### config.mk
export PLATFORM = sky130hd
export DESIGN_NAME = pattern_loader
export DESIGN_NICKNAME = d
export VERILOG_FILES = /design/src/rtl/pattern_loader_pkg.sv /design/src/rtl/pattern_loader_ssel_pulse_gen.sv /design/src/rtl/pattern_loader.sv
export SDC_FILE = /design/constraint.sdc
export NUM_CORES = 1
export LEC_CHECK = 0
export CAP_MARGIN = 20
export CORE_ASPECT_RATIO = 0.6
export CORE_MARGIN = 5
export CORE_UTILIZATION = 36
export CTS_CLUSTER_SIZE = 10
export DETAILED_ROUTE_END_ITERATION = 10
export PLACE_DENSITY = 0.69
export SKIP_CTS_REPAIR_TIMING = 1
export SLEW_MARGIN = 20
export SYNTH_ARGS = -nofsm -noshare
export SYNTH_HDL_FRONTEND = slang
export SYNTH_SLANG_ARGS = --single-unit
export TNS_END_PERCENT = 30
### constraint.sdc
create_clock -name clk -period 4.3 [get_ports clk]
set_input_delay 0.86 -clock clk [delete_from_list [all_inputs] [get_ports clk]]
set_output_delay 0.86 -clock clk [all_outputs]
set_load 0.005 [all_outputs]
### src/rtl/pattern_loader_pkg.sv
// Shared types and sizing for the pattern buffer serial loader.
// Optional readback of old buffer contents is enabled by PATTERN_LOADER_READBACK_EN.
package pattern_loader_pkg;

  localparam int BUFFER_SIZE  = 22;
  localparam int BUFFER_WIDTH = 8;
  localparam int BIT_GAP      = 1;

  localparam int BYTE_CNT_W = $clog2(BUFFER_SIZE + 1);
  localparam int BIT_CNT_W  = $clog2(BUFFER_WIDTH);
  localparam int GAP_CNT_W  = $clog2(BIT_GAP + 1);

  typedef enum logic [2:0] {
    IDLE,
    WAIT_BYTE,
    SHIFT_HI,
    SHIFT_LO,
    DONE
  } state_e;

endpackage

### src/rtl/pattern_loader_ssel_pulse_gen.sv
// Shift strobe generator: one ssel-high cycle per fire, then BIT_GAP low cycles,
// with bit_done flagging the last low cycle of the gap.
module ssel_pulse_gen
  import pattern_loader_pkg::*;
(
  input  logic clk,
  input  logic rst_n,
  input  logic fire,
  input  logic clear,
  output logic ssel,
  output logic bit_done
);

  localparam logic [GAP_CNT_W-1:0] GAP_LAST = GAP_CNT_W'(BIT_GAP - 1);

  logic                 ssel_q, ssel_d;
  logic                 gap_active_q, gap_active_d;
  logic [GAP_CNT_W-1:0] gap_cnt_q, gap_cnt_d;

  assign bit_done = gap_active_q && (gap_cnt_q == GAP_LAST);

  // NOTE: every variable gets a default at the top of the block so no path infers a latch.
  always_comb begin
    ssel_d       = fire & ~clear & ~ssel_q;
    gap_active_d = gap_active_q;
    gap_cnt_d    = gap_cnt_q;
    if (clear) begin
      gap_active_d = 1'b0;
      gap_cnt_d    = '0;
    end else if (ssel_q) begin
      gap_active_d = 1'b1;
      gap_cnt_d    = '0;
    end else if (bit_done) begin
      gap_active_d = 1'b0;
      gap_cnt_d    = '0;
    end else if (gap_active_q) begin
      gap_cnt_d = gap_cnt_q + GAP_CNT_W'(1);
    end
  end

  // NOTE: sequential state uses non-blocking assignments so all flops update together.
  always_ff @(posedge clk or negedge rst_n) begin
    if (!rst_n) begin
      ssel_q       <= 1'b0;
      gap_active_q <= 1'b0;
      gap_cnt_q    <= '0;
    end else begin
      ssel_q       <= ssel_d;
      gap_active_q <= gap_active_d;
      gap_cnt_q    <= gap_cnt_d;
    end
  end

  assign ssel = ssel_q;

endmodule

### src/rtl/pattern_loader.sv
// Serial front-end for the pattern buffer: streams BUFFER_SIZE bytes MSB-first over ssel/sin.
// Define PATTERN_LOADER_READBACK_EN to capture the old buffer contents from sout.
module pattern_loader
  import pattern_loader_pkg::*;
(
  input  logic                    clk,
  input  logic                    rst_n,
  input  logic                    start,
  input  logic                    abort,
  input  logic [BUFFER_WIDTH-1:0] in_data,
  input  logic                    in_valid,
  output logic                    in_ready,
  output logic                    ssel,
  output logic                    sin,
  input  logic                    sout,
  output logic                    busy,
  output logic                    done,
  output logic [BUFFER_WIDTH-1:0] rb_data,
  output logic                    rb_valid
);

  localparam logic [BIT_CNT_W-1:0]  BIT_LAST  = BIT_CNT_W'(BUFFER_WIDTH - 1);
  localparam logic [BYTE_CNT_W-1:0] BYTE_LAST = BYTE_CNT_W'(BUFFER_SIZE - 1);

  state_e                  state_q, state_d;
  logic [BYTE_CNT_W-1:0]   byte_cnt_q, byte_cnt_d;
  logic [BIT_CNT_W-1:0]    bit_cnt_q, bit_cnt_d;
  logic [BUFFER_WIDTH-1:0] shift_q, shift_d;
  logic                    sin_q, sin_d;
  logic                    in_ready_q, in_ready_d;
  logic                    busy_q, busy_d;
  logic                    done_q, done_d;
  logic                    fire, bit_done, abort_now;

  assign abort_now = abort && (state_q != IDLE);

  always_comb begin
    state_d    = state_q;
    byte_cnt_d = byte_cnt_q;
    bit_cnt_d  = bit_cnt_q;
    shift_d    = shift_q;
    sin_d      = sin_q;
    fire       = 1'b0;
    if (abort_now) begin
      state_d    = IDLE;
      byte_cnt_d = '0;
      bit_cnt_d  = '0;
    end else begin
      unique case (state_q)
        IDLE: if (start) state_d = WAIT_BYTE;
        WAIT_BYTE: begin
          if (in_valid && in_ready_q) begin
            shift_d = in_data;
            sin_d   = in_data[BUFFER_WIDTH-1];
            fire    = 1'b1;
            state_d = SHIFT_HI;
          end
        end
        SHIFT_HI: begin
          shift_d = shift_q << 1;
          state_d = SHIFT_LO;
        end
        SHIFT_LO: begin
          if (bit_done) begin
            if (bit_cnt_q == BIT_LAST) begin
              bit_cnt_d = '0;
              if (byte_cnt_q == BYTE_LAST) begin
                byte_cnt_d = '0;
                state_d    = DONE;
              end else begin
                byte_cnt_d = byte_cnt_q + BYTE_CNT_W'(1);
                state_d    = WAIT_BYTE;
              end
            end else begin
              bit_cnt_d = bit_cnt_q + BIT_CNT_W'(1);
              sin_d     = shift_q[BUFFER_WIDTH-1];
              fire      = 1'b1;
              state_d   = SHIFT_HI;
            end
          end
        end
        DONE:    state_d = IDLE;
        default: state_d = IDLE;
      endcase
    end
    // Outputs are decoded from the next state so they appear registered with the state.
    in_ready_d = (state_d == WAIT_BYTE);
    busy_d     = (state_d != IDLE);
    done_d     = (state_d == DONE);
  end

  always_ff @(posedge clk or negedge rst_n) begin
    if (!rst_n) begin
      state_q    <= IDLE;
      byte_cnt_q <= '0;
      bit_cnt_q  <= '0;
      shift_q    <= '0;
      sin_q      <= 1'b0;
      in_ready_q <= 1'b0;
      busy_q     <= 1'b0;
      done_q     <= 1'b0;
    end else begin
      state_q    <= state_d;
      byte_cnt_q <= byte_cnt_d;
      bit_cnt_q  <= bit_cnt_d;
      shift_q    <= shift_d;
      sin_q      <= sin_d;
      in_ready_q <= in_ready_d;
      busy_q     <= busy_d;
      done_q     <= done_d;
    end
  end

  ssel_pulse_gen u_ssel_pulse_gen (
    .clk      (clk),
    .rst_n    (rst_n),
    .fire     (fire),
    .clear    (abort_now),
    .ssel     (ssel),
    .bit_done (bit_done)
  );

  assign in_ready = in_ready_q;
  assign sin      = sin_q;
  assign busy     = busy_q;
  assign done     = done_q;

`ifdef PATTERN_LOADER_READBACK_EN
  logic [BUFFER_WIDTH-1:0] rb_shift_q, rb_shift_d;
  logic [BUFFER_WIDTH-1:0] rb_data_q, rb_data_d;
  logic                    rb_valid_q, rb_valid_d;

  // sout is sampled at the edge that ends SHIFT_HI, i.e. before the buffer shifts.
  always_comb begin
    rb_shift_d = rb_shift_q;
    rb_data_d  = rb_data_q;
    rb_valid_d = 1'b0;
    if (state_q == SHIFT_HI && !abort_now) begin
      rb_shift_d = {rb_shift_q[BUFFER_WIDTH-2:0], sout};
      if (bit_cnt_q == BIT_LAST) begin
        rb_data_d  = rb_shift_d;
        rb_valid_d = 1'b1;
      end
    end
  end

  always_ff @(posedge clk or negedge rst_n) begin
    if (!rst_n) begin
      rb_shift_q <= '0;
      rb_data_q  <= '0;
      rb_valid_q <= 1'b0;
    end else begin
      rb_shift_q <= rb_shift_d;
      rb_data_q  <= rb_data_d;
      rb_valid_q <= rb_valid_d;
    end
  end

  assign rb_data  = rb_data_q;
  assign rb_valid = rb_valid_q;
`else
  logic unused_sout;
  assign unused_sout = sout;
  assign rb_data     = '0;
  assign rb_valid    = 1'b0;
`endif

endmodule
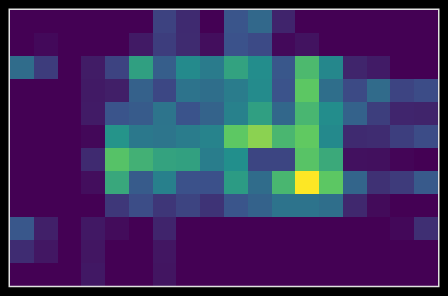
Fig. 1. Wiring heat map.
18 x 12 tiles, from dark purple (low) to yellow (high), scaled to the fullest tile. Values are wire area over tile area, all layers added.
emptiest ninth of the die = south-east
nearly empty tiles = 41%
mean over tiles = 0.077
tiles over half the peak = 10%
densest ninth of the die = centre
fullest tile = 0.43

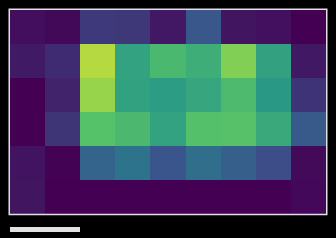
Fig. 2. Placement density heat map.
Scale bar: 20 µm. 9 x 6 tiles, from dark purple (low) to yellow (high), 0 to 100% covered.
fullest tile = 89%
nearly empty tiles = 20%
densest ninth of the die = centre
mean over tiles = 29%

==> Slide: Implementation Results <==
Run Summary

Status
  – Status: completed

Layout
  – Largest cell class by area: logic gates
  – Largest registers: shift_q: 8 flops, byte_cnt_q: 5 flops
  – P&R area growth vs syn: 14.34%
  – Final nets: 169
  – Largest register FFs: 8
  – Register bank with the most flops: shift_q
  – Util after Layout: 0.4284

Place
  – Dpl cells: 193
  – Pre-CTS setup slack: 1.879 ns
  – Post-DP Area: 1535 µm²

Worst setup path
  – CP startpoint: in_valid
  – CP max stage cell: a211o_1
  – Critical path buffers and inverters: 1
  – Critical path class: primary input to flip-flop
  – Crit path cell chain: clkdlybuf4s50_1 > nand4b_1 > a211o_1 > nand2_1 > o21ai_0
  – CP peak stage delay: 0.49 ns
  – Crit path depth: 5
  – Cells on worst reg2reg path: 6

Global routing
  – First-pass GRT wire length: 4.650 mm
  – Total track usage: 0.1057
  – Global-route met3 utilization: 0.02853
  – Initial antenna violation count: 0
  – Pin count of the biggest net entering global routing: 27

Routing
  – Routed WL: 2.557 mm
  – ANT nets after route: 0
  – Pre-antenna DRT Iters: 4
  – Post-route DRC: 0
  – Met2 routed WL: 1.144 mm

Yosys
  – Synth Flop Type: dfrtp_1
  – Count of library flops with an enable pin: 0
  – Main logic family: simple AND/OR/NAND/NOR gates
  – Async S/R FF share, synth: 1.000
  – Synth flops: 26
  – Mean Syn Cell Area: 10.21 µm²
  – Yosys adder share: 0.03630

Power
  – Clock Power Share: 0.184
  – Clock group: 0.000133 W
  – Flop pwr share: 0.494
  – Seq pwr: 0.000356 W
  – Max VDD drop: 0.0002817 V
  – Sw Ratio: 0.3321
  – Power, Total: 0.0007204 W

Floorplan
  – Die area: 5209 µm²
  – Die Wd: 89.90 µm
  – FP Rows: 17
  – FP Util: 0.3747
  – I/O Pins: 28

Clocking
  – CTS tree: done
  – H-tree depth: 1
  – CTS sink cnt: 26

STA
  – Period utilization: 0.4947
  – Slew headroom: 0.6115
  – Peak Freq: 0.4701 GHz
  – Clock Skews: 0.001650 ns
  – # setup viols final: 0
  – Worst-margin pin slew: 0.5828 ns

Flow run
  – Max Cap Viol: 0
  – Tool warnings: 28
No activity file was given, so power comes from the tool's default toggle rates.
